===== config.mk =====
export PLATFORM = sky130hd
export DESIGN_NAME = uart_receiver
export DESIGN_NICKNAME = d
export VERILOG_FILES = /design/src/rtl/uart_pkg.sv /design/src/rtl/uart_receiver_bit_sync.sv /design/src/rtl/uart_receiver.sv
export SDC_FILE = /design/constraint.sdc
export NUM_CORES = 1
export LEC_CHECK = 0
export CAP_MARGIN = 20
export CORE_MARGIN = 2
export CORE_UTILIZATION = 60
export CTS_CLUSTER_DIAMETER = 80
export DETAILED_ROUTE_END_ITERATION = 10
export GPL_TIMING_DRIVEN = 0
export PLACE_DENSITY = 0.9
export SETUP_SLACK_MARGIN = 0.05
export SYNTH_ARGS = -nofsm -noshare
export SYNTH_HDL_FRONTEND = slang
export SYNTH_SLANG_ARGS = --single-unit

===== constraint.sdc =====
create_clock -name CLK_i -period 3.4 [get_ports CLK_i]
set_input_delay 0.85 -clock CLK_i [delete_from_list [all_inputs] [get_ports CLK_i]]
set_output_delay 0.85 -clock CLK_i [all_outputs]
set_load 0.01 [all_outputs]

===== src/rtl/uart_pkg.sv =====
// Shared UART definitions: frame states, the bit-timing helper and the data width.
// Used by uart_receiver; the state encodings match the transmitter.
package uart_pkg;

  localparam int DATA_BITS = 8;

  typedef enum logic [2:0] {
    Idle     = 3'd0,
    StartBit = 3'd1,
    DataBit  = 3'd2,
    StopBit  = 3'd3,
    Recover  = 3'd4
  } uart_state_t;

  // Clocks per bit; the +1 keeps receiver timing identical to the transmitter.
  function automatic logic [31:0] bit_cycles(input logic [31:0] frequency,
                                             input logic [31:0] speed);
    return frequency / speed + 32'd1;
  endfunction

endpackage


===== src/rtl/uart_receiver_bit_sync.sv =====
// Two-flop synchronizer for a single asynchronous input.
// RESET_VALUE should match the input's idle level so reset creates no false edge.
module bit_sync #(
  parameter logic RESET_VALUE = 1'b1
) (
  input  logic CLK_i,
  input  logic Reset_i,
  input  logic data,
  output logic synced
);

  logic meta;

  always_ff @(posedge CLK_i or posedge Reset_i) begin
    if (Reset_i) begin
      meta   <= RESET_VALUE;
      synced <= RESET_VALUE;
    end else begin
      meta   <= data;
      synced <= meta;
    end
  end

endmodule


===== src/rtl/uart_receiver.sv =====
// 8N1 UART receiver, LSB first, with a valid/ack output handshake and framing/overrun flags.
// Define RX_MAJORITY_VOTE_EN to take a 2-of-3 vote around each sample point (adds 1 clock of latency).
module uart_receiver
  import uart_pkg::*;
#(
  parameter logic [31:0] FREQUENCY = 32'd50_000_000,
  parameter logic [31:0] SPEED     = 32'd1_500_000
) (
  input  logic                 CLK_i,
  input  logic                 Reset_i,
  input  logic                 Rx,
  output logic [DATA_BITS-1:0] dataOut,
  output logic                 dataValid,
  input  logic                 dataAck,
  output logic                 frameError,
  output logic                 overrun
);

  localparam logic [31:0] BIT_CYCLES  = bit_cycles(FREQUENCY, SPEED);
  localparam logic [31:0] HALF_CYCLES = BIT_CYCLES / 32'd2;
  localparam logic [31:0] BIT_LAST    = BIT_CYCLES - 32'd1;
  localparam logic [3:0]  LAST_BIT    = 4'(DATA_BITS - 1);

  logic                 rxS;
  logic                 sampleBit;
  uart_state_t          state;
  logic [31:0]          tickCount;
  logic [3:0]           bitCount;
  logic [DATA_BITS-1:0] shift;

  bit_sync #(.RESET_VALUE(1'b1)) u_rx_sync (
    .CLK_i  (CLK_i),
    .Reset_i(Reset_i),
    .data   (Rx),
    .synced (rxS)
  );

`ifdef RX_MAJORITY_VOTE_EN
  // Deciding one tick late lets the window {N-1, N, N+1} sit around the nominal sample point.
  localparam logic [31:0] START_TICK = HALF_CYCLES;

  logic [1:0] rxHist;
  logic [2:0] voteWindow;

  always_ff @(posedge CLK_i or posedge Reset_i) begin
    if (Reset_i) begin
      rxHist <= 2'b11;
    end else begin
      rxHist <= {rxHist[0], rxS};
    end
  end

  assign voteWindow = {rxHist, rxS};
  assign sampleBit  = (voteWindow[0] & voteWindow[1]) |
                      (voteWindow[0] & voteWindow[2]) |
                      (voteWindow[1] & voteWindow[2]);
`else
  localparam logic [31:0] START_TICK = HALF_CYCLES - 32'd1;

  assign sampleBit = rxS;
`endif

  always_ff @(posedge CLK_i or posedge Reset_i) begin
    if (Reset_i) begin
      state      <= Idle;
      tickCount  <= '0;
      bitCount   <= '0;
      shift      <= '0;
      dataOut    <= '0;
      dataValid  <= 1'b0;
      frameError <= 1'b0;
      overrun    <= 1'b0;
    end else begin
      frameError <= 1'b0;

      if (dataAck && dataValid) begin
        dataValid <= 1'b0;
        overrun   <= 1'b0;
      end

      case (state)
        Idle: begin
          if (!rxS) begin
            tickCount <= '0;
            state     <= StartBit;
          end
        end

        StartBit: begin
          if (tickCount == START_TICK) begin
            tickCount <= '0;
            if (!sampleBit) begin
              bitCount <= '0;
              state    <= DataBit;
            end else begin
              state <= Idle;
            end
          end else begin
            tickCount <= tickCount + 32'd1;
          end
        end

        DataBit: begin
          if (tickCount == BIT_LAST) begin
            tickCount <= '0;
            shift     <= {sampleBit, shift[DATA_BITS-1:1]};
            bitCount  <= bitCount + 4'd1;
            if (bitCount == LAST_BIT) begin
              state <= StopBit;
            end
          end else begin
            tickCount <= tickCount + 32'd1;
          end
        end

        // A load in the same cycle as an ack replaces the pending byte without an overrun.
        StopBit: begin
          if (tickCount == BIT_LAST) begin
            tickCount <= '0;
            if (sampleBit) begin
              if (!dataValid || dataAck) begin
                dataOut   <= shift;
                dataValid <= 1'b1;
              end else begin
                overrun <= 1'b1;
              end
              state <= Idle;
            end else begin
              frameError <= 1'b1;
              state      <= Recover;
            end
          end else begin
            tickCount <= tickCount + 32'd1;
          end
        end

        // Hold off until the line is idle so a break is not seen as a string of start bits.
        Recover: begin
          if (rxS) begin
            state <= Idle;
          end
        end

        default: begin
          state <= Idle;
        end
      endcase
    end
  end

endmodule

Fig. 1: routed metal per tile
Scale bar: 20 µm. The die is cut into 15 by 15 equal tiles; dark blue is low, red is high, scaled to the fullest tile. Values are wire area over tile area, all layers added.
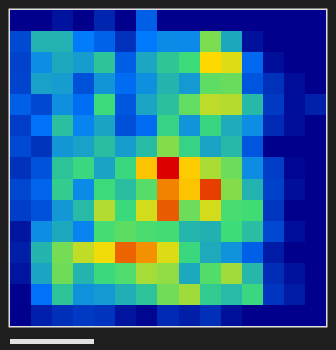
fullest tile: 0.68
mean over tiles: 0.20
tiles over half the peak: 20%
nearly empty tiles: 17%
DR vias: 2,606
gr usage total: 27.82%

Fig. 2: M3 wires
Scale bar: 20 µm.
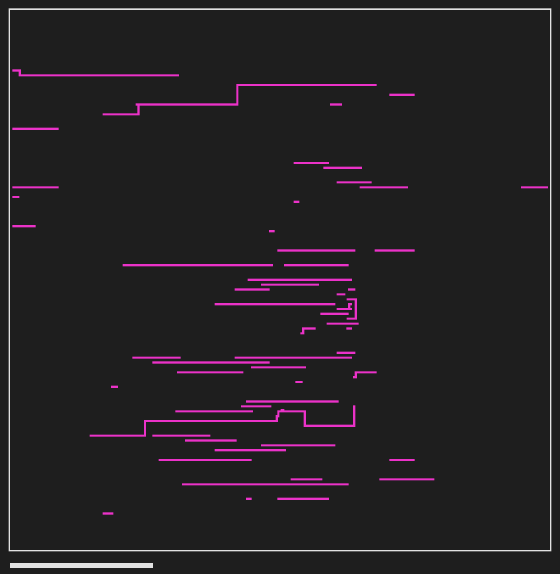
wire length on this layer: 448 µm
share of all routed wire: 6.4%
M3 GR Usage: 7.672%
Post-Route WL: 7002 µm

Fig. 3: met1 routing
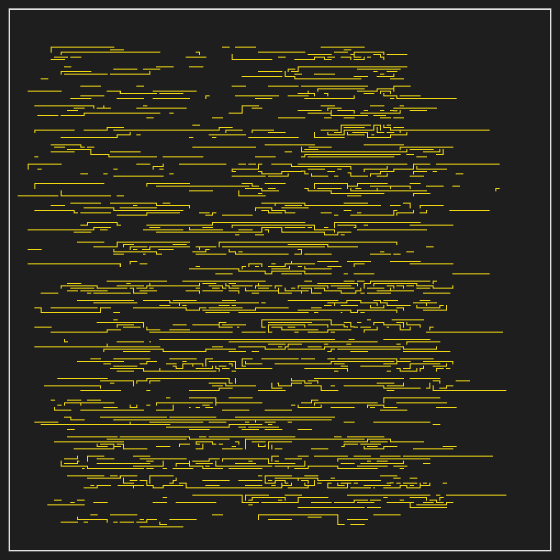
longest straight run: 30.4 µm
main direction: horizontal
wire length on this layer: 3,120 µm
met1 Usage GRT: 40.77%

Fig. 4: cells coloured by class
Fill, decap, tap and diode cells in grey.
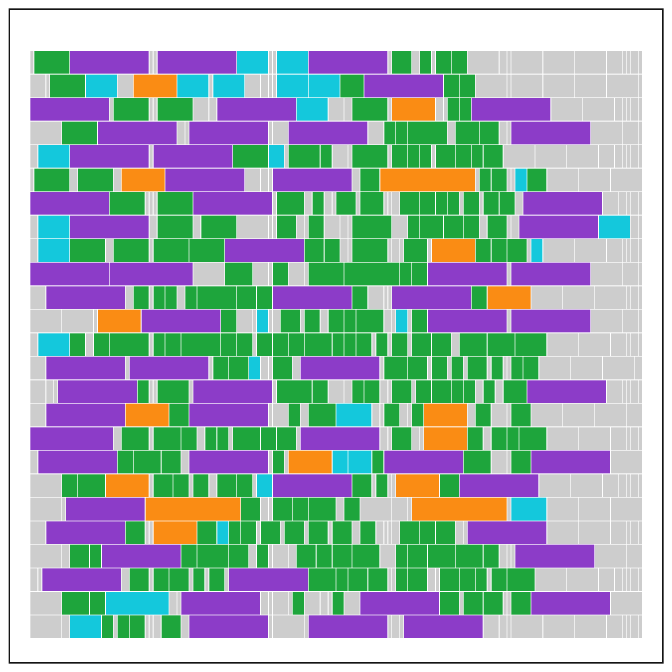
[green] all other logic | cells: 236 | share of their area: 43%
[purple] flip-flops | cells: 60 | share of their area: 43%
[orange] clock drivers and dummy loads | cells: 16 | share of their area: 7.7%
[cyan] other buffers and delay cells | cells: 27 | share of their area: 6.5%
Layout Cell Area excl Fill: 3573 µm²
core area: 4817 µm²

==> cells by family (layout without fill, tap and decap cells) <==
group                      count (synthesis)  count (layout)  share of synthesized area (%)
and+or+nand+nor                          129             129                          22.65
AOI/OAI and AO/OA                         71              71                          15.41
DFF                                       60              60                          49.14
buffers and inverters                     22              53                          3.434
muxes                                     18              18                          6.582
adders and majority gates                  4               4                          1.635
xor gates and xnor gates                   4               4                          1.145
==> layout make-up <==
cell class | instances | area [µm²]
well taps | 67 | 83.83
multi-input cells | 226 | 1451
clock inverters | 3 | 90.09
fillers | 322 | 1244
clock buffers | 13 | 178.9
inverters | 10 | 37.54
flip-flops and latches | 60 | 1504
repair buffers | 15 | 160.2
plain buffers | 12 | 67.56
==> cells in the final DEF (no fill, tap or decap), types with 4 or more instances in the layout <==
cell type	count
ha_1	4
dfrtp_1	58
clkbuf_8	13
a41oi_1	4
a211o_1	4
inv_1	9
nor4_1	10
nor2_1	14
a31oi_1	13
or3_1	5
and4_1	4
clkbuf_1	6
clkdlybuf4s50_1	14
and2_1	4
o21ai_0	15
a21oi_1	18
nor3_1	12
nand2_1	27
nand3_1	22
xor2_1	4
mux2_2	17
and3_1	9
nand4_1	9
==> through the flow <==
step / hold WS, ps / util [%] / cell area [µm²] / setup slack [ps] / std cells
2_1_floorplan: 345.2 / - / 3060 / 1069 / 308
3_3_place_gp: 346.2 / 68.18 / 3284 / 30.64 / 389
3_5_place_dp: 349.7 / 68.60 / 3304 / 762.9 / 390
4_1_cts: 368.2 / 74.18 / 3573 / 749.2 / 406
5_1_grt: 369.4 / 74.18 / 3573 / 493.5 / 406
6_report: 367.5 / 74.18 / 3573 / 623.0 / 406
==> sequential cells by signal, summed over array words and instances, names as in the netlist <==
register	count
dataOut	8
tickCount	32
u_rx_sync.synced	1
bitCount	4
u_rx_sync.meta	1
state	3
frameError	1
overrun	1
shift	8
dataValid	1
==> routing by layer <==
layer  global-route usage (%)  share of wire (%)  vias to the layer above  routed length [µm]
li1                         -                  -                     1205                   -
met1                    40.77                 45                     1280                3123
met2                    39.23                 47                      105                3263
met3                    7.672                6.4                       16                 447
met4                    11.50                2.4                        0                 167
met5                        0                  0                        -                   0
==> path summary, 6_finish.rpt <==
kind                                              end  slack, ps  cells past startpoint
min reg2reg                u_rx_sync.synced$_DFF_PP1_        370                      0
max                         tickCount[28]$_DFFE_PP0P_        620                      8
min in group asynchronous   tickCount[25]$_DFFE_PP0P_        900                      2
min                        u_rx_sync.synced$_DFF_PP1_        370                      0
max in group asynchronous  u_rx_sync.synced$_DFF_PP1_       1850                      3
max reg2reg                 tickCount[28]$_DFFE_PP0P_        620                      8
==> report_power, final <==
group          switching, W  internal, W
logic              0.000362     0.000179
registers         0.0000477     0.000748
clock network      0.000284     0.000567
total              0.000694      0.00149
==> flow_metrics.env <==
# yosys + openroad results
export IMPL_routabilityCongestion=0.8868
export IMPL_final_antenna_net_count=0
export IMPL_crit_path_start="tickCount[0]$_DFFE_PP0P_"
export IMPL_status="finished clean"
export IMPL_fmax_mhz=360.1
export IMPL_path_cells="ha_1, nand4_1, nor4_1, and2_1, clkbuf_1, nand3_1, and3_1, a211o_1"
export IMPL_drtPass1Iterations=6
export IMPL_endpoint_kind="register"
export IMPL_path_class="register to register"
export IMPL_antenna_cells=0
export IMPL_rsz0062_at_grt="no"
export IMPL_chipArea_um2=5688
export IMPL_finalSetupViolCount=0
export IMPL_worst_path_max_fanout=7
export IMPL_synth_seq_share_pct=49.14
export IMPL_slew_headroom_pct=41.12
export IMPL_dp_hpwl_um=4432
export IMPL_grt_max_degree=33
export IMPL_num_io_pins=15
export IMPL_dr_first_iter_drc_count=311
export IMPL_cts_buffer_depth=2
export IMPL_finalMaxSlewViolations=0
export IMPL_required_ps=3630
export IMPL_numSynthFlops=60
export IMPL_tns_ps=0
export IMPL_cp_buffers_inverters=1
export IMPL_crit_path_top_delay_cell="nor4_1"
export IMPL_routed_via_density=6.419
export IMPL_port_buffers=14
export IMPL_p_leak_nw=1.685
export IMPL_most_common_cell="dfrtp_1"
export IMPL_arrival_ps=3010
export IMPL_ff_type="dfrtp_1"
export IMPL_r2r_start="tickCount[0]$_DFFE_PP0P_"
export IMPL_htreeDepth=3
export IMPL_worstMarginPinSlew_ps=875.2
export IMPL_hold_start="u_rx_sync.meta$_DFF_PP1_"
export IMPL_post_cts_resized=0
export IMPL_finalCritPeriodShare_pct=81.68
export IMPL_avgSynthCellArea_um2=9.936
export IMPL_hold_path_class="register to register"
export IMPL_drive_gt1_share_pct=15.04
export IMPL_power_density_nw_per_um2=612.4
export IMPL_synth_edff_count=0
export IMPL_top_cells_by_count="dfrtp_1 (58), nand2_1 (27), nand3_1 (22)"
export IMPL_min_period_ps=2777
export IMPL_worstSetupStartpointType="register"
export IMPL_die_h_um=75.42
export IMPL_nNetsFinal=342
export IMPL_hold_viol=0
export IMPL_fp_nets=316
export IMPL_netlist_instances=308
export IMPL_warnings=28
export IMPL_antenna_found_initial=0
export IMPL_clkTransAtPathRegs_ps=70
export IMPL_synth_async_reset_ratio_pct=100.0
export IMPL_yosys_cells=308
export IMPL_synth_cell_types=44
export IMPL_yosys_warnings=0
export IMPL_gr_total_overflow=0
export IMPL_placementRows=25
export IMPL_top_cells_by_area="dfrtp_1 (47%), mux2_2 (6.3%), nand3_1 (3.6%)"
export IMPL_cts_sinks=60
export IMPL_top_area_cell="dfrtp_1"
export IMPL_hold_buffers=0
export IMPL_die_w_um=75.42
export IMPL_root_buffer="clkbuf_8"
export IMPL_cts_setup_buffers=0
export IMPL_worst_skew_pair_late_latency_ps=350
export IMPL_fin_worst_skew_ps=12.85
export IMPL_drc=0
export IMPL_yosysChipArea_um2=3060
export IMPL_fp_util_pct=63.53
export IMPL_cts_buffers=9
export IMPL_grt_pass1_vias=2431
export IMPL_top_cell_area_share_pct=47.42
export IMPL_netlist_area_um2=3060
export IMPL_total_power_w=0.002188
export IMPL_critPathMaxStageDelay_ps=610
export IMPL_wl_per_cell_um=17.25
export IMPL_peakVddDrop_mv=0.4630
export IMPL_crit_family="simple AND/OR/NAND/NOR gates"
export IMPL_maxCapViolCount=0
export IMPL_cts_tree="done"
export IMPL_grt_pass1_wl_um=11680
export IMPL_area_growth_synth_to_final_pct=16.76
